### src/rtl/cache_pkg.sv
// cache_pkg: shared FSM state type, memory access-type codes and address field helper
package cache_pkg;
  typedef enum logic [1:0] {IDLE, RD_WAIT, WR_WAIT, RESP} cache_state_t;
  localparam logic MEM_WORD = 1'b0;
  localparam logic MEM_BYTE = 1'b1;
  function automatic logic [63:0] addr_field(input logic [63:0] a, input int lsb, input int w);
    return (a >> lsb) & ((64'd1 << w) - 64'd1);
  endfunction
endpackage

### src/rtl/cache_set_array.sv
// cache_set_array: valid/tag/data/LRU storage with combinational lookup and registered write port
module cache_set_array #(
  parameter int SET_WIDTH = 3,
  parameter int TAG_WIDTH = 27,
  parameter int DATA_WIDTH = 32,
  parameter int WAYS = 2,
  localparam int WW = WAYS > 1 ? $clog2(WAYS) : 1
) (
  input  logic                  clk,
  input  logic                  rst_n,
  input  logic [SET_WIDTH-1:0]  set_idx,
  input  logic [TAG_WIDTH-1:0]  tag,
  output logic                  hit,
  output logic [WW-1:0]         hit_way,
  output logic [DATA_WIDTH-1:0] rdata,
  output logic [WW-1:0]         victim,
  input  logic                  wr_en,
  input  logic [WW-1:0]         wr_way,
  input  logic [DATA_WIDTH-1:0] wr_data,
  input  logic                  touch,
  input  logic [WW-1:0]         touch_way
);
  localparam int SETS = 1 << SET_WIDTH;
  logic [WAYS-1:0] valid [SETS];
  logic [TAG_WIDTH-1:0] tags [SETS][WAYS];
  logic [DATA_WIDTH-1:0] data [SETS][WAYS];
  logic [WW-1:0] lru_victim;
  // descending scan so the lowest-indexed invalid way wins the victim choice
  always_comb begin
    hit = 1'b0;
    hit_way = '0;
    rdata = '0;
    victim = lru_victim;
    for (int i = WAYS - 1; i >= 0; i--) begin
      if (!valid[set_idx][i]) victim = WW'(i);
      if (valid[set_idx][i] && tags[set_idx][i] == tag) begin
        hit = 1'b1;
        hit_way = WW'(i);
        rdata = data[set_idx][i];
      end
    end
  end
  always_ff @(posedge clk or negedge rst_n)
    if (!rst_n) for (int s = 0; s < SETS; s++) valid[s] <= '0;
    else if (wr_en) valid[set_idx][wr_way] <= 1'b1;
  always_ff @(posedge clk)
    if (wr_en) begin
      tags[set_idx][wr_way] <= tag;
      data[set_idx][wr_way] <= wr_data;
    end
  generate
    if (WAYS == 4) begin : g_plru
      // bit0 picks the victim pair, bit1/bit2 the victim within the left/right pair
      logic [2:0] tree [SETS];
      always_ff @(posedge clk or negedge rst_n)
        if (!rst_n) for (int s = 0; s < SETS; s++) tree[s] <= '0;
        else if (touch) begin
          tree[set_idx][0] <= ~touch_way[1];
          if (touch_way[1]) tree[set_idx][2] <= ~touch_way[0];
          else tree[set_idx][1] <= ~touch_way[0];
        end
      assign lru_victim = tree[set_idx][0] ? {1'b1, tree[set_idx][2]} : {1'b0, tree[set_idx][1]};
    end else if (WAYS == 2) begin : g_lru
      logic lru [SETS];
      always_ff @(posedge clk or negedge rst_n)
        if (!rst_n) for (int s = 0; s < SETS; s++) lru[s] <= 1'b0;
        else if (touch) lru[set_idx] <= ~touch_way[0];
      assign lru_victim = lru[set_idx];
    end else begin : g_direct
      assign lru_victim = '0;
    end
  endgenerate
endmodule

### src/rtl/set_assoc_cached_memory.sv
// set_assoc_cached_memory: N-way write-through, no-write-allocate cache with req/ack backing memory
module set_assoc_cached_memory
  import cache_pkg::*;
#(
  parameter int DATA_WIDTH = 32,
  parameter int ADDR_WIDTH = 32,
  parameter int SET_WIDTH = 3,
  parameter int WAYS = 2,
  parameter int OFFSET_WIDTH = 2,
  parameter int CNT_WIDTH = 32
) (
  input  logic                  clk,
  input  logic                  rst_n,
  input  logic                  req_valid,
  input  logic [ADDR_WIDTH-1:0] addr,
  input  logic [DATA_WIDTH-1:0] Write_Data,
  input  logic                  WE,
  input  logic                  MemType,
  output logic [DATA_WIDTH-1:0] Data_o,
  output logic                  ready,
  output logic                  mem_req,
  output logic                  mem_we,
  output logic                  mem_type,
  output logic [ADDR_WIDTH-1:0] mem_addr,
  output logic [DATA_WIDTH-1:0] mem_wdata,
  input  logic [DATA_WIDTH-1:0] mem_rdata,
  input  logic                  mem_ack,
  output logic [CNT_WIDTH-1:0]  hit_count,
  output logic [CNT_WIDTH-1:0]  miss_count
);
  localparam int TAG_WIDTH = ADDR_WIDTH - SET_WIDTH - OFFSET_WIDTH;
  localparam int WW = WAYS > 1 ? $clog2(WAYS) : 1;
  cache_state_t state;
  logic [SET_WIDTH-1:0] set_idx;
  logic [TAG_WIDTH-1:0] tag;
  logic [OFFSET_WIDTH-1:0] lane;
  logic hit, load_hit, fill, wr_en, touch;
  logic [WW-1:0] hit_way, victim, wr_way;
  logic [DATA_WIDTH-1:0] rdata, merged, wr_data, resp, resp_src;
  assign set_idx = SET_WIDTH'(addr_field(64'(addr), OFFSET_WIDTH, SET_WIDTH));
  assign tag = TAG_WIDTH'(addr_field(64'(addr), OFFSET_WIDTH + SET_WIDTH, TAG_WIDTH));
  assign lane = addr[OFFSET_WIDTH-1:0];
  assign load_hit = state == IDLE && req_valid && !WE && hit;
  assign fill = state == RD_WAIT && mem_ack;
  assign wr_en = fill || (state == WR_WAIT && mem_ack && hit);
  assign wr_way = fill ? victim : hit_way;
  assign wr_data = fill ? mem_rdata : merged;
  assign touch = wr_en || load_hit;
  always_comb begin
    merged = Write_Data;
    if (MemType == MEM_BYTE) begin
      merged = rdata;
      merged[8*lane +: 8] = Write_Data[7:0];
    end
  end
  assign resp_src = state == RESP ? resp : rdata;
  assign ready = load_hit || state == RESP;
  assign Data_o = !ready ? '0 : MemType == MEM_BYTE ? DATA_WIDTH'(resp_src[8*lane +: 8]) : resp_src;
  assign mem_req = state == RD_WAIT || state == WR_WAIT;
  assign mem_we = state == WR_WAIT;
  assign mem_type = mem_we ? MemType : MEM_WORD;
  assign mem_addr = mem_we ? addr : {addr[ADDR_WIDTH-1:OFFSET_WIDTH], OFFSET_WIDTH'(0)};
  assign mem_wdata = Write_Data;
  cache_set_array #(
    .SET_WIDTH(SET_WIDTH), .TAG_WIDTH(TAG_WIDTH), .DATA_WIDTH(DATA_WIDTH), .WAYS(WAYS)
  ) u_array (
    .clk(clk), .rst_n(rst_n), .set_idx(set_idx), .tag(tag), .hit(hit), .hit_way(hit_way),
    .rdata(rdata), .victim(victim), .wr_en(wr_en), .wr_way(wr_way), .wr_data(wr_data),
    .touch(touch), .touch_way(wr_en ? wr_way : hit_way)
  );
  always_ff @(posedge clk or negedge rst_n)
    if (!rst_n) begin
      state <= IDLE;
      resp <= '0;
      hit_count <= '0;
      miss_count <= '0;
    end else
      case (state)
        IDLE:
          if (req_valid) begin
            if (WE) state <= WR_WAIT;
            else if (hit) hit_count <= hit_count + 1'b1;
            else begin
              miss_count <= miss_count + 1'b1;
              state <= RD_WAIT;
            end
          end
        RD_WAIT:
          if (mem_ack) begin
            resp <= mem_rdata;
            state <= RESP;
          end
        WR_WAIT: if (mem_ack) state <= RESP;
        default: state <= IDLE;
      endcase
endmodule

### config.mk
export PLATFORM = sky130hd
export DESIGN_NAME = set_assoc_cached_memory
export DESIGN_NICKNAME = d
export VERILOG_FILES = /design/src/rtl/cache_pkg.sv /design/src/rtl/cache_set_array.sv /design/src/rtl/set_assoc_cached_memory.sv
export SDC_FILE = /design/constraint.sdc
export NUM_CORES = 1
export LEC_CHECK = 0
export ABC_AREA = 1
export CAP_MARGIN = 30
export CELL_PAD_IN_SITES_DETAIL_PLACEMENT = 0
export CELL_PAD_IN_SITES_GLOBAL_PLACEMENT = 2
export CORE_MARGIN = 1.5
export CORE_UTILIZATION = 43
export DETAILED_ROUTE_END_ITERATION = 12
export PLACE_DENSITY = 0.93
export SLEW_MARGIN = 20
export SYNTH_ARGS = -nofsm -noshare
export SYNTH_HDL_FRONTEND = slang
export SYNTH_SLANG_ARGS = --single-unit
### constraint.sdc
create_clock -name clk -period 9 [get_ports clk]
set_input_delay 2.25 -clock clk [delete_from_list [all_inputs] [get_ports clk]]
set_output_delay 2.25 -clock clk [all_outputs]
set_load 0.005 [all_outputs]
Fig. 1: run 1, selected gate families
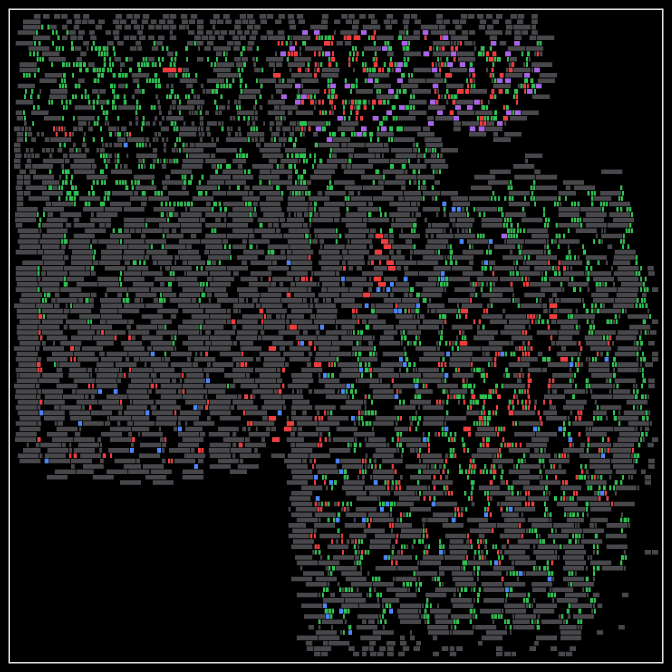
- blue: AND and OR gates (cells 81; most used or2_1)
- purple: XOR/XNOR gates (cells 59; most used xor2_1)
- green: NAND gates (cells 1438; most used nand2_1; where all over the die)
- red: NOR gates (cells 461; most used nor2_1)

Fig. 2: run 1, clock distribution
Bar = 100 um.
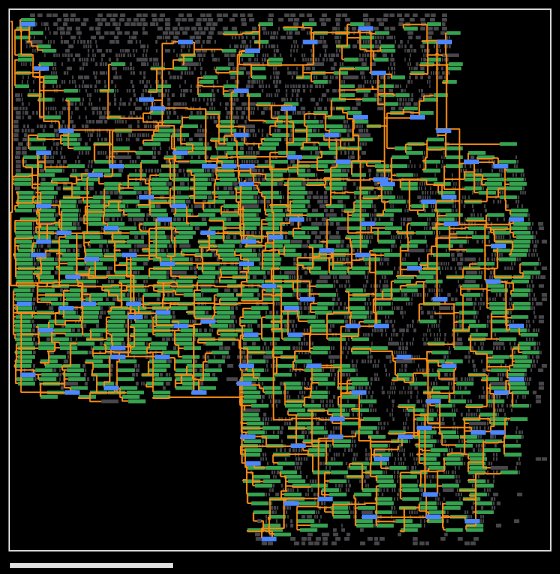
- blue: cells driving clock nets (count 110)
- orange: clock wires (length 12700 um)
- green: flip-flops (count 1066)
- routed clock nets: 111
share of total power in the clock network: 40.7%
worst clock skew on the final layout: 0.01927 ns

Fig. 3: run 1, register map, names as in the netlist
Bar = 100 um.
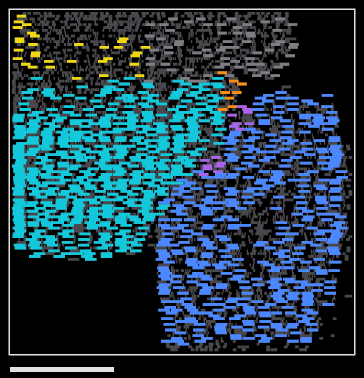
- purple: u_array.valid (placed flops 16)
- cyan: u_array.data (placed flops 512)
- blue: u_array.tags (placed flops 432)
- orange: u_array.g_lru.lru (placed flops 8)
- yellow: resp (placed flops 32; where north-west)
- not coloured: 66

==> design notes, run 1 <==
The floorplan step records an initial core utilization of 43.27%. The largest vdd supply drop was 0.1953 mV. With the total global routing overflow at 0, the yosys-reported design area after synthesis is 46260 um2. The number of buffers added by the clock tree synthesis step was 110. Across the whole layout, storage elements account for 31400 um2.

The post-detailed-routing wire length came out at 134700 um. In this run, synthesis produced a sequential element count of 1066. Counting distinct cell types in the post-synthesis netlist gives 51. STA classifies the critical path endpoint as an output pin. The multi-input combinational cells in the finished layout cover a total of 12210 um2. The placeable core region was 106900 um2. The number of warnings the tools reported works out to 34. Length of the first detailed-routing pass in iterations: 6. The number of vias per cell works out to 5.405.

For flop-to-flop paths, the worst setup slack is 4.25 ns. Most area-hungry cell class in the final design: sequential cells. The setup total negative slack came out at 0 ns. The delay of the slowest critical-path stage was 0.59 ns; the sequential area share after synthesis was 67.88%. The run gives 11.00 um2 for the mean instance size in the synthesized netlist. The number of antenna violations at the first check in global routing was 0. The script reports the combined buffer and inverter count of the critical path as 6. The most common logic cell in the routed design was nand2_1. The run gives 21.34 nW as the standby leakage power. Synthesis handed over a netlist of 4205 instances. According to the floorplan report, the die width is 331 um. The post-route minimum period is 8.737 ns.

The run gives 114.5 MHz as the highest clock rate. STA classifies the critical path startpoint as an input port. Setup repair after global routing left no endpoint under its margin.

Post-detailed-placement half-perimeter wirelength: 85510 um. The run gives 0 for the final number of setup-violating endpoints. Before any placement, the netlist area is recorded as 46260 um2. For this block, the initial DRC count from the detailed router was 3269. The timing report attributes the biggest portion of critical-path delay to simple AND/OR/NAND/NOR gates.

Final weighted congestion of routability-driven global placement: 0.9094. TritonCTS built the clock tree. Across every metal layer, demand over resource in global routing totals 24.34%. The non-clock inverters instantiated in the layout total 405. The run gives 0 for the count of maximum capacitance violations. The run finished with clean final reports.

The final period utilization works out to 97.08%. Looking at the critical path, the highest net fanout was 22. The total power is 0.01220 W. The run gives 1066 as the number of sequential storage elements.

For reference, the most critical setup path is categorized as input port to output pin. Counting stages on the worst path, the most repeated cell is nand2_1. The run gives 0 for the final antenna-violating net count. STA reports the tightest min-delay check as being of type flop to flop. With the buffering overhead at 7.589%, the clock input transition at the sequential cells of the worst setup and hold paths is 0.06 ns. The layout report lists the clock-cell share of area as 7.170%. The maximum level of the CTS H-tree was 3. Counting along the longest clock path gives a buffer depth of 3.

In the final design database the tool counted 4611 nets. The run gives 0 as the number of hold-repair buffers added at the cts stage. The flop share of the area was 57.07%. The power density over the cells was 221.7 nW/um2.

In the routed design, unresolved DRC markers number 0. In this run the clock root is driven by a clkbuf_16. Traced cell by cell, the critical path runs through clkdlybuf4s50_1 -> inv_4 -> nor2_4 -> buf_4 -> buf_4 -> nand3_1 -> nand2_1 -> nor3_1 -> nor2_1 -> nand2_1 -> nor2_1 -> nand2_1 -> nor2_2 -> nand2_4 -> buf_4 -> nand3_1 -> nand2_1 -> nand2_1 -> nand3_1 -> nand3_1 -> nand2_1 -> nand2_1 -> nand2_1 -> clkdlybuf4s50_1. The required time at the worst endpoint is listed as 6.75 ns. The clock buffers instantiated in the layout total 138. With the data arrival at the endpoint of the critical path at 6.49 ns, the clock sink count is 1066. The ratio of cells with drive above 1 in the final layout is 9.319%. The number of standard-cell rows in the floorplan is 120.
run 1: power by group:
part           switching [W]  internal [W]  total [W]
combinational       0.000970      0.000442    0.00141
sequential         0.0000946       0.00572    0.00582
clock                0.00194       0.00303    0.00497
run 1: cells by family (layout without fill, tap and decap cells):
| logic type | count (synthesis) | after routing | synth area share, % |
|---|---|---|---|
| AOI/OAI and AO/OA | 446 | 446 | 6.218 |
| xor gates and xnor gates | 59 | 59 | 1.117 |
| adders and majority gates | 11 | 11 | 0.2975 |
| buffers and inverters | 636 | 1024 | 6.050 |
| DFF | 1066 | 1066 | 67.88 |
| muxes | 7 | 7 | 0.1704 |
| other | 0 | 1 | 0 |
| and+or+nand+nor | 1980 | 1980 | 18.27 |
run 1: worst reg2reg max path: cells and delay by family, from the launching register on:
family,cells,cell delay (ns)
simple gates,16,3.21
flops,1,0.34
buf+inv,2,0.82
run 1: cells in the mapped netlist, drive strengths merged:
cell type | n | share of area [%]
a21oi | 43 | 0.63
a221oi | 31 | 0.59
a22o | 17 | 0.32
a22oi | 41 | 0.67
a31oi | 8 | 0.11
a41oi | 1 | 0.019
buf | 165 | 2.2
clkbuf | 66 | 0.54
clkinv | 6 | 0.049
dfrtp | 122 | 6.6
edfxtp | 944 | 61
ha | 11 | 0.30
inv | 399 | 3.3
mux2 | 7 | 0.17
nand2 | 1126 | 9.2
nand3 | 226 | 2.5
nand3b | 13 | 0.21
nand4 | 73 | 0.99
nor2 | 365 | 3.1
nor3 | 61 | 0.70
nor3b | 4 | 0.065
nor4 | 31 | 0.42
o2111ai | 1 | 0.019
o211ai | 14 | 0.23
o21a | 1 | 0.016
o21ai | 173 | 1.9
o21ba | 1 | 0.022
o21bai | 2 | 0.032
o221ai | 25 | 0.47
o22a | 3 | 0.057
o22ai | 77 | 1.0
o31ai | 8 | 0.13
or2 | 81 | 1.1
xnor2 | 14 | 0.27
xor2 | 45 | 0.85
run 1: per-stage QoR:
stage          cells  setup slack, ns  hold WS [ns]  instance area, um2
6_report        5997           0.2629        0.4660               55020
5_1_grt         5996         0.002342        0.4757               55020
4_1_cts         5993           0.1665        0.4660               54960
3_3_place_gp    5779           0.1744        0.4430               50950
3_5_place_dp    5786           0.1896        0.4513               51010
2_1_floorplan   4205            1.928        0.4278               46260
run 1: what timing repair did:
action,4_1_cts,5_1_grt
setup endpoints to repair,0,32
resized,0,2
buffers inserted,0,2
run 1: path summary, 6_finish.rpt:
check,cells after the start,startpoint,end
hold reg to reg,2,u_array.valid[11],u_array.valid[11]
hold / removal,2,u_array.valid[11],u_array.valid[11]
max in group asynchronous,3,rst_n,resp[21]
setup reg to reg,18,u_array.tags[0][39],u_array.data[6][6]
min in group asynchronous,1,rst_n,miss_count[25]
setup / recovery,24,addr[4],Data_o[5]
run 1: registers in the layout (all words and copies together) (netlist names):
register / count
hit_count: 32
miss_count: 32
resp: 32
state: 2
u_array.data: 512
u_array.g_lru.lru: 8
u_array.tags: 432
u_array.valid: 16
run 1: metal layers:
metal	share of wire (%)	up-vias	track usage, %
li1	-	14980	-
met1	42	16070	32.94
met2	49	1153	40.95
met3	6.2	213	3.386
met4	2.7	0	7.144
met5	0	-	0
==> inputs of run 2 (changes only) <==
--- a/config.mk
+++ b/config.mk
@@ -10,9 +10,10 @@
 export CELL_PAD_IN_SITES_DETAIL_PLACEMENT = 0
 export CELL_PAD_IN_SITES_GLOBAL_PLACEMENT = 2
 export CORE_MARGIN = 1.5
-export CORE_UTILIZATION = 43
+export CORE_UTILIZATION = 36
+export CTS_CLUSTER_DIAMETER = 150
 export DETAILED_ROUTE_END_ITERATION = 12
-export PLACE_DENSITY = 0.93
+export PLACE_DENSITY = 0.84
 export SLEW_MARGIN = 20
 export SYNTH_ARGS = -nofsm -noshare
 export SYNTH_HDL_FRONTEND = slang
==> constraint.sdc (replaced) <==
create_clock -name clk -period 7.7 [get_ports clk]
set_input_delay 1.925 -clock clk [delete_from_list [all_inputs] [get_ports clk]]
set_output_delay 1.925 -clock clk [all_outputs]
set_load 0.005 [all_outputs]
Fig. 4: run 2, congestion heat map
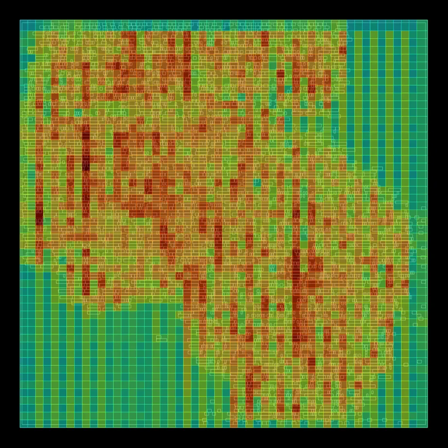
Global Route Usage Sum: 21.51%
post-detailed-route wirelength per cell: 22.39 um
met3 layer usage reported by global route: 2.663%

==> run 2 against run 1 <==
Net effect:
- count of clock-buffer cells in the layout is 6 higher
- register-to-register slack worse by 0.96 ns
- sequential cell count stayed put
- sequential share of layout area is 1.7 points lower
- clock power is 7.0% higher
- worst hold slack worse by 0.0033 ns
- global-route usage is 2.8 points lower
- power is 14% higher
- final cell count is 7.0% higher
- die size is 19% higher
- design area is 3.1% higher
- synthesized area stayed put
- critical path type unchanged
- highest routed layer unchanged
==> design notes, run 2 <==
Headroom to the max-slew limit came out at 39.08%. For this configuration, the core starts out at a cell density of 36.28%. Most repeated library cell on the critical path: nand2_1. The ratio of cells with drive above 1 in the final layout is 13.49%, and the number of hold-repair buffers added at the cts stage is 0. The power density over the cells works out to 244.3 nW/um2.

The run gives 46260 um2 as the post-synthesis cell area. Among all flip-flop cells after synthesis, the most frequent one is edfxtp_1. The tools report the number of antenna violations at the first check in global routing as 1. The final period utilization was 98.91%; the die outline height was 361.5 um. The number of different library cells used by synthesis comes to 51. Setup slack on the worst path after placement came out at -0.3427 ns. The number of top-level design ports was 266.

Largest family of logic cells by area: simple AND/OR/NAND/NOR gates. With the maximum level of the CTS H-tree at 3, the post-synth net total is 4318. Looking at hold timing, the worst path starts from u_array.valid[3]. Per the run summary, max-cap violations total 0. The tools report the yosys-reported design area after synthesis as 46260 um2.

Routability-driven placement finished with a final weighted congestion of 0.8746. At the pin with the least slew margin, the transition time is 0.9138 ns. The setup total negative slack is 0 ns. The AND-OR/OR-AND share of the synthesized area is 6.218%. The maximum clock skew at final layout is 0.05967 ns. The timing report notes that buffer and inverter cells on the critical path total 7. After floorplanning, the core was sized to cover 127500 um2. For the completed layout, the total cell area is recorded as 56750 um2. Looking at the reg2reg group, the worst path starts from u_array.tags[0][19]. Across all stage logs, warnings added up to 35. The post-route minimum period works out to 7.616 ns. The worst setup path is launched from an input port.

Summed over its instances, the top area cell type makes up 61.28% of the synthesized netlist area. The mux share of post-synthesis cell area was 0.1704%; the layout overhead on the synthesized area was 22.67%. In this run the worst path has a maximum fanout of 13. The largest registers in the layout are u_array.data x512, u_array.tags x432. Timing startpoint of the critical path: addr[3].

The library cell with the highest instance count after synthesis was nand2_1. The final timing report lists a hold violation count of 0. The clock input transition at the sequential cells of the worst setup and hold paths came out at 0.06 ns. The run gives 0.1985 mV for the largest vdd supply drop.

The register name with the most flops was u_array.data. The clock passes through at most 3 buffers. Setup repair after global routing could not meet its margin everywhere. The delay of the slowest critical-path stage is 0.51 ns. The instance area at placement was 52650 um2; the number of slew-limit violations in the final report was 0.

Once iteration 0 of detailed routing completed, the report listed 2800 DRC markers. Per the Yosys statistics, synthesis produced 4205 cells. For this block, the routed nets add up to 143700 um of wire.

The count of library flops with an enable pin was 944; the data arrival at the endpoint of the critical path was 5.69 ns. The tools report the clock sink count as 1066. In this design, the largest share of critical-path delay is due to buffers and inverters.

With the count of input and output buffers at 265, the final worst slack is 0.08421 ns. On the final layout, the worst hold slack is 0.4626 ns. In this run the clock root is driven by a clkbuf_16. With the proportion of synthesized flip-flops having asynchronous set or reset at 11.44%, the final number of setup-violating endpoints is 0. The routed layout reports a DRC error count of 0. Nets still carrying antenna violations after routing amount to 0. The post-synthesis adder-cell area fraction is 0.2975%. The flow ran to the end, and the final reports show no timing, DRC or antenna violations. For this run, the detailed router's first-pass iteration total came to 5. For reference, the post-synthesis area per instance comes to 11.00 um2. The cell with the largest stage delay on the worst path was clkdlybuf4s50_1. The tools report the number of inserted filler cells in the final layout as 11750. After detailed routing, the number of vias per cell comes to 5.072. After legalization and detailed placement, the total HPWL measured 93460 um. Measured along the x axis, the die boundary spans 361.5 um.

With the maximum number of pins on one net before global-route repair at 85, the basic-gate share of the synthesized area counting and, or, nand and nor cells is 18.27%. The area share of xor/xnor cells in the synthesized design works out to 1.117%. By area the synthesized netlist is led by edfxtp_1 (61%), nand2_1 (9.1%), dfrtp_1 (6.6%). The total global routing overflow was 0. The final layout contains 4771 nets. Of all cell types, the one taking the most synthesized area is edfxtp_1. The share of the Yosys chip area taken by registers is 67.88%. Per the OpenROAD power report, leakage power amounts to 22.33 nW. TritonCTS built the clock tree. The run gives 5.78 ns for the required time of the worst setup path. CTS added clock buffers totalling 111. For the area of the chip, the log shows 130700 um2. By count the netlist is led by nand2_1 (1117), edfxtp_1 (944), inv_1 (389), nor2_1 (352), nand3_1 (224). The worst setup path is captured at an output pin.

The start-to-end type of the worst setup path is input port to output pin. In the synthesized netlist, the number of instances is 4205. The register with the most flip-flops in the layout has 512 of them. Checking hold timing, the worst path is listed with class flop to flop. The highest clock rate is 131.3 MHz, and the flip-flop and latch count after synthesis is 1066.

The run gives 131 as the number of standard-cell rows in the floorplan.
Fig. 5: run 2, selected gate families
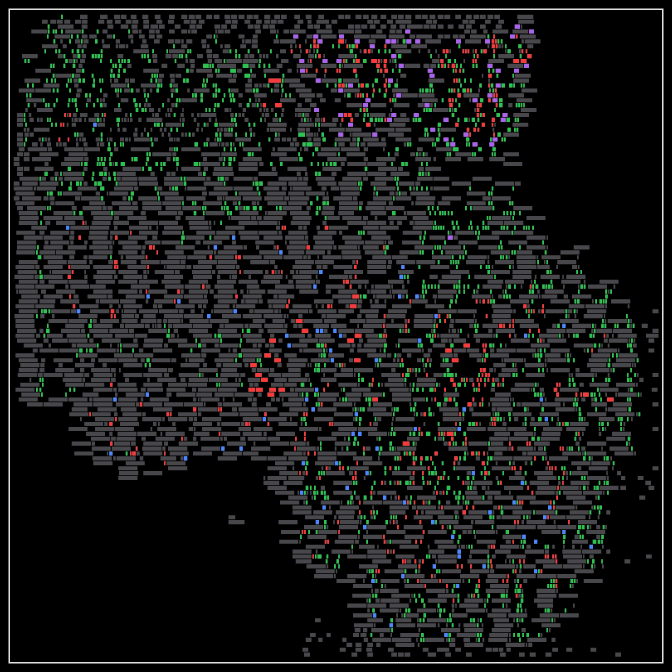
most common cell after layout, fill and taps aside: nand2_1
share of cell area taken by multi-input logic gates: 21.79%

==> run 2: timing repair <==
| item | CTS | global route |
|---|---|---|
| endpoints found under the setup margin | 32 | 31 |
| hold endpoints to repair | 0 | 0 |
| gates cloned | 1 | 3 |
| resized | 5 | 73 |
| setup buffers | 5 | 9 |
| pin swaps | 1 | 10 |
==> run 2: metal layers <==
layer / vias up / track usage (%) / wire length (um)
met5: - / 0 / 0
met4: 0 / 5.347 / 3212
met3: 184 / 2.663 / 7955
met2: 990 / 36.78 / 71240
met1: 16080 / 28.98 / 61250
li1: 15290 / - / -
==> run 2: cell type report <==
class / instances / area (um2) / share of cell area, %
flip-flops and latches: 1066 / 31400 / 55.33
diodes: 1 / 2.502 / 0.004410
clock inverters: 64 / 575.6 / 1.014
well taps: 1662 / 2079 / 3.664
inverters: 405 / 1549 / 2.730
clock buffers: 144 / 3015 / 5.314
multi-input cells: 2503 / 12370 / 21.79
repair buffers: 571 / 5759 / 10.15
==> run 2: cells by family (layout without fill, tap and decap cells) <==
family | after synthesis | in the layout
compound gates | 446 | 446
xor+xnor | 59 | 59
fa+ha+maj | 11 | 11
buf+inv | 636 | 1184
flops | 1066 | 1066
mux | 7 | 7
other cells | 0 | 1
simple gates | 1980 | 1980
==> run 2: tightest hold or removal path, delay by kind of cell, from the launching register on <==
family | cells | cell delay [ns]
AND-OR/OR-AND | 1 | 0.06
buffers and inverters | 1 | 0.05
flip-flops | 1 | 0.32
==> run 2: path summary, 6_finish.rpt <==
check	endpoint	slack, ns	cells after the start
min	u_array.valid[3]	0.46	2
max	Data_o[3]	0.08	26
max in group asynchronous	u_array.valid[2]	5.37	2
min reg2reg	u_array.valid[3]	0.46	2
min in group asynchronous	miss_count[0]	1.18	1
max reg2reg	u_array.tags[2][12]	3.29	17
==> run 2: through the flow <==
step	instances	util, %	total power [W]
after floorplan	4205	-	0.007780
after global placement	6183	41.25	0.008605
after detailed placement	6186	41.28	0.008633
after CTS	6400	44.17	0.01393
after global routing	6416	44.50	0.01436
final	6416	44.50	0.01386
==> run 2: power breakdown <==
| part | leakage (nW) | switching, W | internal (W) |
|---|---|---|---|
| sequential | 10.1 | 0.000110 | 0.00669 |
| clock | 1.77 | 0.00229 | 0.00303 |
| combinational | 10.5 | 0.00116 | 0.000580 |
No activity file was given, so power comes from the tool's default toggle rates.
